Figure 1. M1 wires.
Supply wires on this layer in gray. Cells faint in the background.
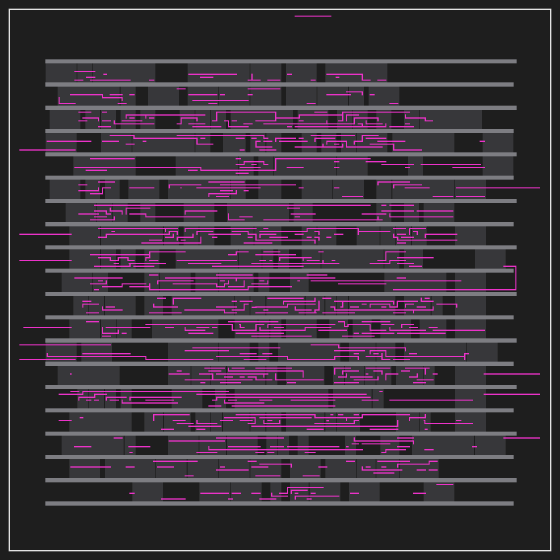
Figure 2. Signal wires on met2.
Cells faint in the background.
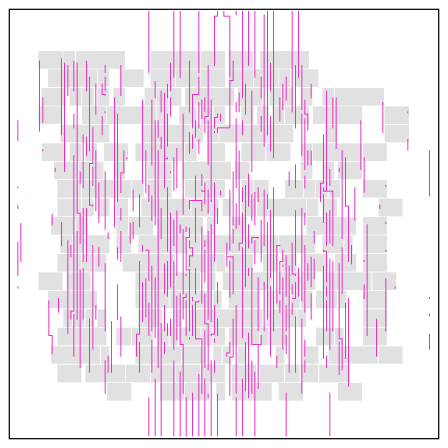
Figure 3. Where the registers sit.
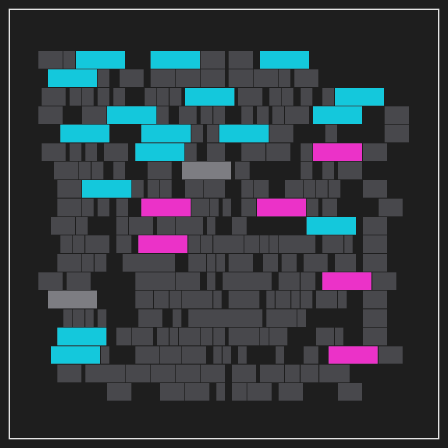
File: src/rtl/ram_reader32.sv
// Read side of a 32x16 RAM FIFO: drains words into a registered DO/VLD stage.
// Ports: CLK, RST, WPTR, RDATA in; RADDR, RPTR, DO, VLD, LEVEL, EMPTY, ERR out; RDY, FLUSH in.
module ram_reader32 (
  input  logic        CLK,
  input  logic        RST,
  input  logic [5:0]  WPTR,
  input  logic [15:0] RDATA,
  output logic [4:0]  RADDR,
  output logic [5:0]  RPTR,
  output logic [15:0] DO,
  output logic        VLD,
  input  logic        RDY,
  input  logic        FLUSH,
  output logic [5:0]  LEVEL,
  output logic        EMPTY,
  output logic        ERR
);

  typedef enum logic {
    S_IDLE = 1'b0,
    S_HOLD = 1'b1
  } state_t;

  state_t      r_state;
  state_t      w_state_nx;
  logic [5:0]  r_rptr;
  logic [5:0]  w_rptr_nx;
  logic [15:0] r_do;
  logic [15:0] w_do_nx;
  logic        r_err;
  logic        w_err_nx;

  logic [5:0]  w_level;
  logic        w_empty;
  logic        w_err_now;
  logic        w_ld;

  // 6-bit modulo distance; the wrap bit makes 32 (full) distinct from 0.
  assign w_level   = WPTR - r_rptr;
  assign w_empty   = (w_level == 6'd0);
  // More than 32 outstanding words cannot happen with sane pointers.
  assign w_err_now = (w_level > 6'd32);
  assign w_ld      = !w_empty && !w_err_now &&
                     ((r_state == S_IDLE) || RDY);

  always_comb begin
    w_state_nx = r_state;
    w_rptr_nx  = r_rptr;
    w_do_nx    = r_do;
    w_err_nx   = r_err | w_err_now;
    if (FLUSH) begin
      w_rptr_nx  = WPTR;
      w_state_nx = S_IDLE;
    end else if (w_ld) begin
      w_do_nx    = RDATA;
      w_rptr_nx  = r_rptr + 6'd1;
      w_state_nx = S_HOLD;
    end else if (r_state == S_HOLD && RDY) begin
      w_state_nx = S_IDLE;
    end
  end

  always_ff @(posedge CLK) begin
    if (RST) begin
      r_state <= S_IDLE;
      r_rptr  <= 6'd0;
      r_do    <= 16'h0000;
      r_err   <= 1'b0;
    end else begin
      r_state <= w_state_nx;
      r_rptr  <= w_rptr_nx;
      r_do    <= w_do_nx;
      r_err   <= w_err_nx;
    end
  end

  assign RADDR = r_rptr[4:0];
  assign RPTR  = r_rptr;
  assign DO    = r_do;
  assign VLD   = (r_state == S_HOLD);
  assign LEVEL = w_level;
  assign EMPTY = w_empty;
  assign ERR   = r_err;

endmodule

File: config.mk
export PLATFORM = sky130hd
export DESIGN_NAME = ram_reader32
export DESIGN_NICKNAME = d
export VERILOG_FILES = /design/src/rtl/ram_reader32.sv
export SDC_FILE = /design/constraint.sdc
export NUM_CORES = 1
export LEC_CHECK = 0
export CORE_MARGIN = 4
export CORE_UTILIZATION = 44
export CTS_CLUSTER_SIZE = 10
export DETAILED_ROUTE_END_ITERATION = 6
export PLACE_DENSITY = 0.85
export SLEW_MARGIN = 20
export SYNTH_ARGS = -nofsm -noshare
export SYNTH_HDL_FRONTEND = slang
export SYNTH_SLANG_ARGS = --single-unit
export TNS_END_PERCENT = 20
File: constraint.sdc
create_clock -name CLK -period 4.63 [get_ports CLK]
set_input_delay 0.926 -clock CLK [delete_from_list [all_inputs] [get_ports CLK]]
set_output_delay 0.926 -clock CLK [all_outputs]
set_load 0.01 [all_outputs]
==> flow_summary_export.csv <==
group,metric,value,unit
pwr,internal_power,0.4576,mW
worst_setup_path,critical_path.max_stage_delay,0.53,ns
placement,hpwl,2.985,mm
global_routing,overflow,0,
detailed_routing,routedWlPerCell,16.36,µm
outcome,status,"completed",
cts,htreeDepth,1,
worst_setup_path,crit_top_cell,"clkdlybuf4s50_1",
pwr,combinationalPower,0.289,mW
pwr,pwr-share-comb,0.417,
placement,place_ws,0.1813,ns
placement,place_inst,246,
logic_synthesis,synth_nets,197,
pwr,powerSeq,0.245,mW
worst_setup_path,cp_max_fo,2,
logic_synthesis,top_area_cell,"dfxtp_1",
timing,fin_ws,0.1820,ns
pwr,sw_frac_of_total,0.3389,
timing,fin_setup_tns,0,ns
timing,drv_slew,0,
cells_and_area,seq_share,0.2409,
global_routing,grt_max_degree,25,
floorplan,die-height,63.11,µm
worst_setup_path,crit_slowest_cell,"clkdlybuf4s50_1",
worst_setup_path,cp.required,3.70,ns
logic_synthesis,synth.most_common_cell,"dfxtp_1",
cts,clkTransAtPathRegs,0.14,ns
cts,hold_buffers,0,
logic_synthesis,adder_share,0.07116,
cells_and_area,flop-count,24,
logic_synthesis,edf_count,0,
cts,cts_num_sinks,24,
timing,max-slew-margin-rel,0.3065,
cells_and_area,non_clock_inverter_count,12,
worst_setup_path,worstSetupStartpointType,"primary input",
worst_setup_path,endpoint_kind,"output port",
pwr,power_switching,0.2346,mW
min_path,hold_path_end,"DO[13]",
About Figure 1:
longest straight run: 32.2 µm
share of all routed wire: 40%

About Figure 2:
nets with wire on the layer: 212
wire length on this layer: 2050 µm
main direction: vertical

About Figure 3:
| netlist name | color | flops |
|---|---|---|
| RPTR | magenta | 6 |
| DO | cyan | 16 |
not colored: 2

Power is estimated from default activity; no workload was simulated.
